--- config.mk ---
export PLATFORM = sky130hd
export DESIGN_NAME = ls_sequencer
export DESIGN_NICKNAME = d
export VERILOG_FILES = /design/src/rtl/ls_sequencer.sv
export SDC_FILE = /design/constraint.sdc
export NUM_CORES = 1
export LEC_CHECK = 0
export CAP_MARGIN = 20
export CORE_UTILIZATION = 45
export DETAILED_ROUTE_END_ITERATION = 6
export GPL_TIMING_DRIVEN = 1
export PLACE_DENSITY = 0.78
export SETUP_SLACK_MARGIN = 0.05
export SYNTH_ARGS = -nofsm -noshare
export SYNTH_HDL_FRONTEND = slang
export SYNTH_SLANG_ARGS = --single-unit
--- constraint.sdc ---
create_clock -name CLK -period 4.04 [get_ports CLK]
set_input_delay 1.212 -clock CLK [delete_from_list [all_inputs] [get_ports CLK]]
set_output_delay 1.212 -clock CLK [all_outputs]
set_load 0.05 [all_outputs]
--- src/rtl/ls_sequencer.sv ---
// Load/store sequencer between the execute stage and the data memory.
// Takes one request at a time and issues one memory access per cycle.
// Completion is reported to writeback with a single-cycle response pulse.
module ls_sequencer #(
    parameter int AW = 8,
    parameter int DW = 8
) (
    input  logic          CLK,
    input  logic          reset,
    input  logic          req_valid,
    output logic          req_ready,
    input  logic [1:0]    req_op,
    input  logic [AW-1:0] req_addr,
    input  logic [DW-1:0] req_wdata,
    input  logic [AW-1:0] req_len,
    output logic [AW-1:0] mem_addr,
    output logic          mem_read,
    output logic          mem_write,
    output logic [DW-1:0] mem_wdata,
    input  logic [DW-1:0] mem_rdata,
    output logic          resp_valid,
    output logic [DW-1:0] resp_lo,
    output logic [DW-1:0] resp_hi,
    output logic          busy
);

    typedef enum logic [2:0] {
        IDLE, RD0, RD1, WR, CP_RD, CP_WR, RESP
    } state_t;

    localparam logic [1:0] OP_LB  = 2'b00;
    localparam logic [1:0] OP_SB  = 2'b01;
    localparam logic [1:0] OP_LP  = 2'b10;
    localparam logic [1:0] OP_CPY = 2'b11;

    state_t        r_state;
    logic [1:0]    r_op;
    logic [AW-1:0] r_addr;
    logic [DW-1:0] r_wdata;   // store data, or copy destination base
    logic [AW-1:0] r_len;
    logic [AW-1:0] r_idx;
    logic [DW-1:0] r_lo;
    logic [DW-1:0] r_hi;
    logic [DW-1:0] r_hold;    // byte in flight between CP_RD and CP_WR

    logic [AW-1:0] w_idx_nx;
    assign w_idx_nx = r_idx + 1'b1;

    // Request sequencing: capture on accept, walk the access states, one-cycle RESP.
    always_ff @(posedge CLK) begin
        if (reset) begin
            r_state <= IDLE;
            r_op    <= '0;
            r_addr  <= '0;
            r_wdata <= '0;
            r_len   <= '0;
            r_idx   <= '0;
            r_lo    <= '0;
            r_hi    <= '0;
            r_hold  <= '0;
        end else begin
            case (r_state)
                IDLE: begin
                    if (req_valid) begin
                        r_op    <= req_op;
                        r_addr  <= req_addr;
                        r_wdata <= req_wdata;
                        r_len   <= req_len;
                        r_idx   <= '0;
                        r_lo    <= '0;
                        r_hi    <= '0;
                        case (req_op)
                            OP_LB, OP_LP: r_state <= RD0;
                            OP_SB:        r_state <= WR;
                            default:      r_state <= (req_len == '0) ? RESP : CP_RD;
                        endcase
                    end
                end
                RD0: begin
                    r_lo    <= mem_rdata;
                    r_state <= (r_op == OP_LP) ? RD1 : RESP;
                end
                RD1: begin
                    r_hi    <= mem_rdata;
                    r_state <= RESP;
                end
                WR:    r_state <= RESP;
                CP_RD: begin
                    r_hold  <= mem_rdata;
                    r_state <= CP_WR;
                end
                CP_WR: begin
                    r_idx   <= w_idx_nx;
                    r_state <= (w_idx_nx < r_len) ? CP_RD : RESP;
                end
                default: r_state <= IDLE;
            endcase
        end
    end

    // Memory strobes and address/data decoded from state; silenced while reset is high.
    always_comb begin
        mem_read  = 1'b0;
        mem_write = 1'b0;
        mem_addr  = '0;
        mem_wdata = '0;
        if (!reset) begin
            case (r_state)
                RD0: begin
                    mem_read = 1'b1;
                    mem_addr = r_addr;
                end
                RD1: begin
                    mem_read = 1'b1;
                    mem_addr = r_addr + 1'b1;
                end
                WR: begin
                    mem_write = 1'b1;
                    mem_addr  = r_addr;
                    mem_wdata = r_wdata;
                end
                CP_RD: begin
                    mem_read = 1'b1;
                    mem_addr = r_addr + r_idx;
                end
                CP_WR: begin
                    mem_write = 1'b1;
                    mem_addr  = AW'(r_wdata) + r_idx;
                    mem_wdata = r_hold;
                end
                default: ;
            endcase
        end
    end

    // Response fields are only driven during the RESP pulse; copies report their length.
    always_comb begin
        resp_valid = (r_state == RESP) && !reset;
        resp_lo    = '0;
        resp_hi    = '0;
        if (resp_valid) begin
            resp_lo = (r_op == OP_CPY) ? DW'(r_len) : r_lo;
            resp_hi = (r_op == OP_LP)  ? r_hi : '0;
        end
    end

    assign req_ready = (r_state == IDLE);
    assign busy      = (r_state != IDLE);

endmodule

==> notes.org <==
#+TITLE: Flow metrics

** Clock tree
- The cell sitting at the root of the clock tree is a sky130_fd_sc_hd__clkbuf_8.
- The later pin in the worst-skew pair is clocked with a latency of 0.34 ns.

** Min path
- Worst min-delay path endpoint :: r_hi[3]
- Along the worst hold path, the cell count comes to 2.

** Status
- The run finished with clean final reports.

** Final timing
- Setup total negative slack on the finished layout was measured at 0 ns.
- After layout, the minimum clock period comes to 3.928 ns.
- Final number of setup-violating endpoints :: 0

** Logic synthesis
- The cell area that synthesis handed to floorplanning was 3572 µm².
- Mean instance size in the synthesized netlist :: 7.320 µm²

** Setup path
- Measured in cells, the most critical reg-to-reg path has a length of 10.
- The critical path runs through a total of 12 cells.

** Cells and area
- In the final layout, clock buffers and inverters account for under 10% of the cell area.
- Final Instance Count excl. Fillers :: 664
- Cell type taking the most area :: multi-input combinational cells
- Share of cells above drive strength 1 :: 17.79%

** Die
- Die Width :: 91.10 µm

** Placed design
- The HPWL after detailed placement is 7.624 mm.
- Routability-driven placement finished with a final weighted congestion of 0.9485.

** Power
- Combinational logic burns 30.4% of the power.

** Global route
- The via count of the first global-routing pass came to 3456.
- Met2 layer usage reported by global route :: around 42%
- Busiest metal layer after global routing :: met2
- Global routing consumed, over all layers together, 25.76% of the routing resources.
==> cell families after synthesis <==
group                      share of synthesized area [%]
AOI/OAI and AO/OA                                  19.79
adders and majority gates                          6.165
buffers and inverters                              5.814
xor gates and xnor gates                           3.187
DFF                                                34.19
muxes                                              3.082
and+or+nand+nor                                    27.78
==> what timing repair did <==
item                       4_1_cts  5_1_grt
cloned                           0        1
resized                          3       15
buffers inserted                 2        1
setup endpoints to repair        4        4
pin swaps                        1        5
hold endpoints to repair         0        0
==> Yosys cell counts (all sizes together), types with 3 or more instances <==
master   n  area [µm²]
nand2   99       371.6
a21oi   75       375.4
dfxtp   61        1221
nand3   39       200.2
nor2    35       131.4
buf     20       106.4
o21ai   19       95.09
ha      16       200.2
inv     14       52.55
clkbuf  13       48.80
a22oi   10       75.07
and2    10       62.56
xnor2    9       78.83
mux2     8       90.09
nor2b    8       50.05
nand2b   5       31.28
a21o     4       30.03
a31oi    4       25.02
xor2     4       35.03
a211oi   3       22.52
and3     3       28.78
nand3b   3       26.27
nor3     3       20.02
nor4     3       18.77
==> power by group through the flow <==
| stage | clock, mW | sequential [mW] | combinational (mW) |
|---|---|---|---|
| final | 0.557 | 0.718 | 0.557 |
| after global routing | 0.592 | 0.725 | 0.607 |
| after detailed placement | 0 | 0.723 | 0.531 |
| after global placement | 0 | 0.720 | 0.520 |
| after floorplan | 0 | 0.705 | 0.372 |
| after CTS | 0.558 | 0.711 | 0.539 |
==> worst max path at each step <==
stage	startpoint	endpoint	slack, ns
2_1_floorplan	r_state[1]	mem_addr[7]	0.16
4_1_cts	r_state[1]	mem_addr[6]	0.05
6_report	r_state[1]	mem_addr[6]	0.11
3_3_place_gp	r_state[1]	mem_addr[6]	0.29
3_5_place_dp	r_state[1]	mem_addr[6]	0.23
5_1_grt	r_state[1]	mem_addr[5]	0.003
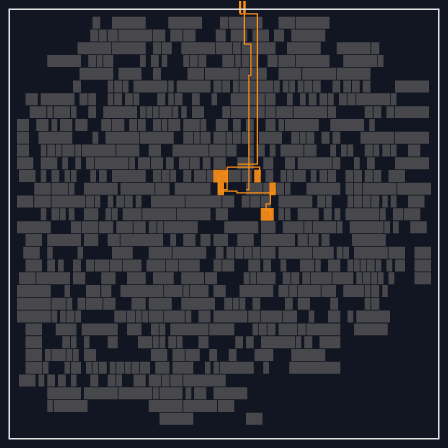
port_nets.png
- orange: `req_op` (bits 2; direction input; edge top; end cells 5; wire 119 µm)
port buffer count: 73
Top-Level Pins: 74

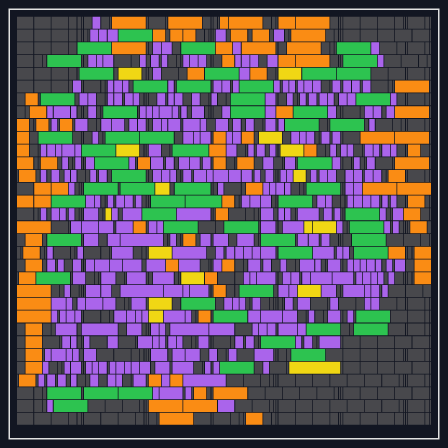
cell_classes.png
Fill, decap, tap and diode cells in grey.
- purple: all other logic (cells 395)
- green: flip-flops (cells 61)
- yellow: clock drivers and dummy loads (cells 16)
- orange: other buffers and delay cells (cells 90)
core area: 7687 µm²
Finished Core Util: 64.21%

No activity file was given, so power comes from the tool's default toggle rates.
